--- config.mk ---
export PLATFORM = sky130hd
export DESIGN_NAME = fetch_unit
export DESIGN_NICKNAME = d
export VERILOG_FILES = /design/src/rtl/fetch_unit.sv
export SDC_FILE = /design/constraint.sdc
export NUM_CORES = 1
export LEC_CHECK = 0
export CORE_MARGIN = 2
export CORE_UTILIZATION = 50
export DETAILED_ROUTE_END_ITERATION = 7
export DONT_BUFFER_PORTS = 1
export PLACE_DENSITY = 0.62
export RECOVER_POWER = 50
export SLEW_MARGIN = 30
export SYNTH_ARGS = -nofsm -noshare
export SYNTH_HDL_FRONTEND = slang
export SYNTH_SLANG_ARGS = --single-unit
export TNS_END_PERCENT = 5
--- constraint.sdc ---
create_clock -name clk_i -period 4.2 [get_ports clk_i]
set_input_delay 0.84 -clock clk_i [delete_from_list [all_inputs] [get_ports clk_i]]
set_output_delay 0.84 -clock clk_i [all_outputs]
set_load 0.005 [all_outputs]
--- src/rtl/fetch_unit.sv ---
// Instruction-fetch stage: holds the PC, fetches words over req/ack, presents
// the instruction to decode and commits the next PC, halting on a misaligned target.
//
// state | meaning
// BOOT  | one idle cycle after reset release
// FETCH | request outstanding at pc, waiting for ack
// HOLD  | instruction valid, waiting for an unstalled commit
// HALT  | misaligned next-PC seen; sticky until reset
module fetch_unit #(
  parameter logic [31:0] RESET_PC  = 32'h0000_0000,
  parameter logic [31:0] NOP_INSTR = 32'h0000_0013
) (
  input  logic        clk_i,
  input  logic        rst_i,
  input  logic [1:0]  pcsrc_i,
  input  logic [31:0] immext_i,
  input  logic [31:0] jalr_target_i,
  input  logic        stall_i,
  output logic        imem_req_o,
  output logic [31:0] imem_addr_o,
  input  logic        imem_ack_i,
  input  logic [31:0] imem_rdata_i,
  output logic [31:0] instr_o,
  output logic        instr_valid_o,
  output logic [31:0] pc_o,
  output logic [31:0] pcplus4_o,
  output logic        fault_o
);

  typedef enum logic [1:0] {BOOT, FETCH, HOLD, HALT} state_t;

  state_t      state_q;
  logic [31:0] pc_q;
  logic [31:0] instr_q;
  logic        req_q;
  logic        valid_q;
  logic        fault_q;
  logic [31:0] pc_d;

  // pcsrc 11 is treated as sequential flow
  always_comb begin
    pc_d = pc_q + 32'd4;
    case (pcsrc_i)
      2'b01:   pc_d = pc_q + immext_i;
      2'b10:   pc_d = {jalr_target_i[31:1], 1'b0};
      default: pc_d = pc_q + 32'd4;
    endcase
  end

  always_ff @(posedge clk_i or posedge rst_i) begin
    if (rst_i) begin
      state_q <= BOOT;
      pc_q    <= RESET_PC;
      instr_q <= NOP_INSTR;
      req_q   <= 1'b0;
      valid_q <= 1'b0;
      fault_q <= 1'b0;
    end else begin
      case (state_q)
        BOOT: begin
          state_q <= FETCH;
          req_q   <= 1'b1;
        end
        FETCH: begin
          if (imem_ack_i) begin
            instr_q <= imem_rdata_i;
            req_q   <= 1'b0;
            valid_q <= 1'b1;
            state_q <= HOLD;
          end
        end
        HOLD: begin
          if (!stall_i) begin
            valid_q <= 1'b0;
            instr_q <= NOP_INSTR;
            if (pc_d[1:0] != 2'b00) begin
              fault_q <= 1'b1;
              state_q <= HALT;
            end else begin
              pc_q    <= pc_d;
              req_q   <= 1'b1;
              state_q <= FETCH;
            end
          end
        end
        default: begin
          req_q   <= 1'b0;
          valid_q <= 1'b0;
          instr_q <= NOP_INSTR;
        end
      endcase
    end
  end

  assign imem_req_o    = req_q;
  assign imem_addr_o   = pc_q;
  assign instr_o       = instr_q;
  assign instr_valid_o = valid_q;
  assign pc_o          = pc_q;
  assign pcplus4_o     = pc_q + 32'd4;
  assign fault_o       = fault_q;

endmodule

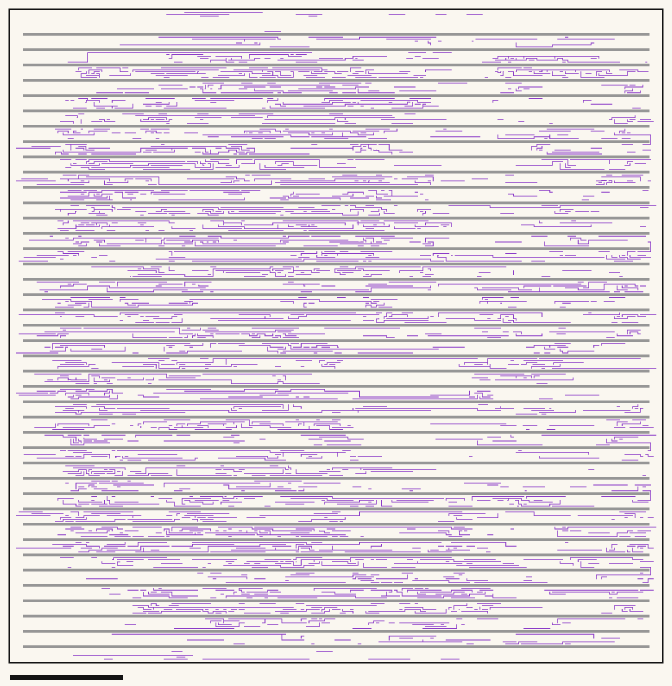
met1.png
The bar under the picture is 20 microns long. Supply wires on this layer in gray.
wire length on this layer	8260 microns
nets with wire on the layer	804
longest straight run	46.9 microns
main direction	horizontal
share of all routed wire	42%
Total Routed Length: 19500 microns
routed vias: 5936
met1 Track Usage GR: 0.373

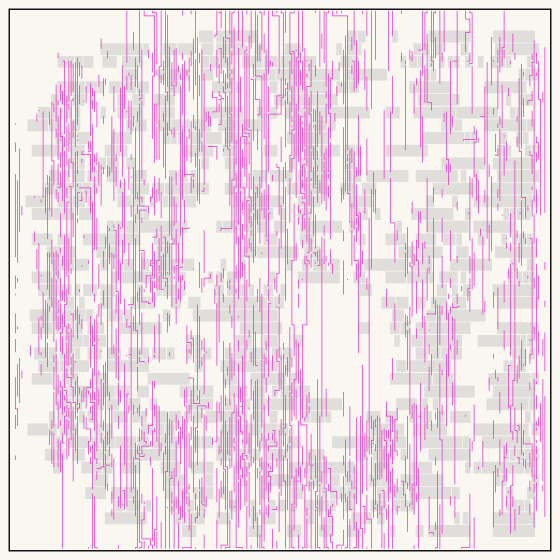
met2.png
Cells faint in the background.
wire length on this layer	9010 microns
main direction	vertical
nets with wire on the layer	730
share of all routed wire	46%
GR Util met2: 0.460

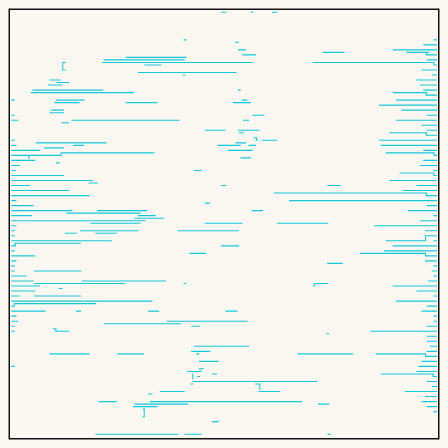
met3.png
nets with wire on the layer	171
share of all routed wire	9.0%

==> results.txt <==
run results: outcome finished clean, CTS Buf Count 9, top post-synthesis cells by count nand2_1, a21oi_1, dfrtp_1, final period utilization 0.830, WS Path Type reg2out, Core Box Area 0.0121 sq mm, Highest Signal Layer met4, top_reg_cell synth dfrtp_1, hpwl dp 14400 microns, Iter 0 DRT Violations 499, Register Area approximately 0.0017 sq mm, clock sink total 69, DRT antenna net count 0, Post-Layout Cell Count a little over 900, vias in the first global route about 5500, min-delay src instr_o[0], H-tree depth 3, Synth top cell by count nand2_1, Area leader share 0.264, Clock Path Buffers 2, die height 116 microns, flop2flop setup slack 0.91 ns, Clock Latency Late Sink about 0.33 ns, Post-DP Area between 0.006 and 0.007 sq mm, Crit path top cell by count nand2_1, comb. cell area 0.00399 sq mm, Cells after DPL roughly 900, unrepaired setup endpoints after global routing false, final hold vios 0, area delta synth->final 2.86%, ant diodes 0, WHS Endpoint instr_o[0], HP Class reg2reg, # IOs 233, Final min period 3.49 ns, Pwr Density about 700 mW/mm^2, Yosys top cell by area dfrtp_1, Static Leakage 2.93 nW, chip area between 0.01 and 0.015 sq mm, port bufs 0, via-per-instance ratio 6.47, R2R Path End imem_addr_o[31], Post-Route M1 WL 8260 microns, FMAX ~290 MHz, OpenROAD warnings 32, worst relative slew slack 0.191, yosys cell count 806, Worst R2R Start imem_addr_o[1], CTS resizes 0, Hold WS 0.483 ns, CTS tree built, Syn Nets 948, critical path's slowest cell dfrtp_1, leading post-synthesis cells by cell area dfrtp_1, ha_1, nand2_1, gr ovfl total 0, cells along the critical path and4_1, nand2_1, or3_1, nor2_1, nand2_1, xnor2_1, fin nets 887, Core Util at FP 0.517, Synth Instances 806, Worst EP arrival around 2.7 ns, Setup Buffers After CTS 0, final setup vio count 0, flip-flops with a built-in enable 0, Reg clk slew, reported paths 0.06 ns
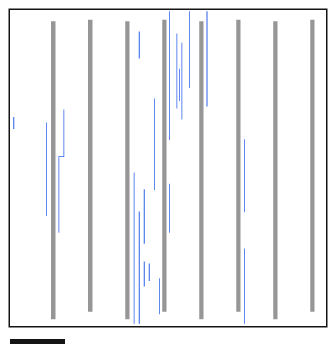
met4.png
The bar under the picture is 20 microns long. Supply wires on this layer in gray.
share of all routed wire	2.7%
longest straight run	55.1 microns
wire length on this layer	519 microns

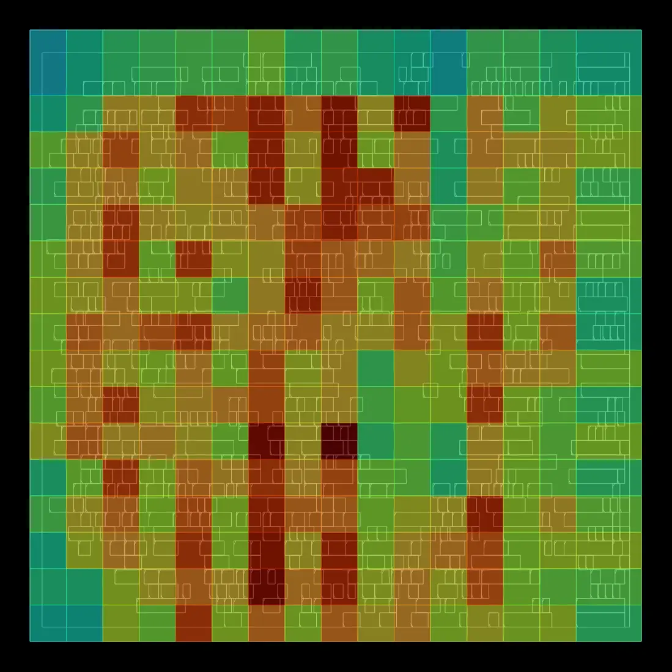
final_congestion.png
Tot GR Track Use: 0.283
grt peak-use layer: met2
Wirelength per Cell: 21.3 microns
met3 Track Usage GR: 0.0601
Util after Layout: 0.531

==> worst max-delay path by stage <==
| stage | start | endpoint | slack, ns | depth (start not counted) |
|---|---|---|---|---|
| floorplan | immext_i[0] | imem_addr_o[28] | 1.13 | 11 |
| global placement | immext_i[1] | imem_addr_o[31] | 0.75 | 9 |
| detailed placement | immext_i[1] | imem_addr_o[31] | 0.72 | 9 |
| CTS | imem_addr_o[4] | pcplus4_o[25] | 0.72 | 6 |
| global route | imem_addr_o[9] | pcplus4_o[27] | 0.53 | 6 |
| finish | imem_addr_o[9] | pcplus4_o[27] | 0.71 | 6 |
==> kinds of logic (layout without fill, tap and decap cells) <==
| kind of cell | count (synthesis) | count (layout) | share of synthesized area |
|---|---|---|---|
| xor+xnor | 51 | 51 | 0.0714 |
| fa+ha+maj | 40 | 40 | 0.0812 |
| flops | 69 | 69 | 0.277 |
| simple gates | 292 | 292 | 0.226 |
| compound gates | 239 | 239 | 0.250 |
| mux | 4 | 4 | 0.00660 |
| buf+inv | 111 | 55 | 0.0882 |
==> power breakdown <==
| part | internal (mW) | total [mW] | switching, mW |
|---|---|---|---|
| clock network | 0.520 | 0.815 | 0.295 |
| registers | 0.935 | 1.42 | 0.480 |
| logic | 0.904 | 2.36 | 1.46 |
| total | 2.36 | 4.59 | 2.24 |
==> per-stage QoR <==
| stage | power (mW) | setup slack, ns |
|---|---|---|
| after floorplan | 3.31 | 1.13 |
| final | 4.59 | 0.714 |
| after CTS | 4.59 | 0.718 |
| after global placement | 3.68 | 0.745 |
| after global routing | 4.97 | 0.531 |
| after detailed placement | 3.76 | 0.722 |
==> layer usage <==
layer,up-vias,GRT usage
met4,0,0.106
li1,2756,-
met3,46,0.0601
met5,-,0
met1,2817,0.373
met2,317,0.460
==> flip-flops by register name, summed over array words and instances (netlist names) <==
register,cells
instr_o,32
imem_req_o,1
instr_valid_o,1
imem_addr_o,32
state_q,2
fault_o,1
==> worst max-delay path, delay by kind of cell (launching register included) <==
kind	cells	cell delay, ns
xor gates and xnor gates	1	0.28
and+or+nand+nor	5	1.40
DFF	1	0.64
==> cells in the final DEF (no fill, tap or decap), drive strengths merged, types with 3 or more instances in the layout <==
master  count
nand2     126
a21oi      71
dfrtp      66
nand3      57
o21ai      42
ha         39
nor2       35
xnor2      34
inv        26
a21o       25
nand4      18
xor2       17
a31oi      12
clkbuf     12
o22ai      11
buf        11
a221oi     10
and3        9
nand2b      9
o31ai       7
a211oi      6
o211ai      6
o21bai      6
nor3        6
nor4        6
nor2b       5
o21a        5
or3         5
and4        5
a221o       4
a31o        4
and2        3
mux2i       3
a32oi       3
dfstp       3
a21boi      3
==> cell type report <==
cell class	count	share of cell area
Multi-Input combinational cell	626	0.620
Sequential cell	69	0.269
Clock buffer	10	0.0356
Tap cell	168	0.0327
Inverter	26	0.0152
Timing Repair Buffer	13	0.0142
Clock inverter	6	0.0138
Power and IR drop assume default switching activity.
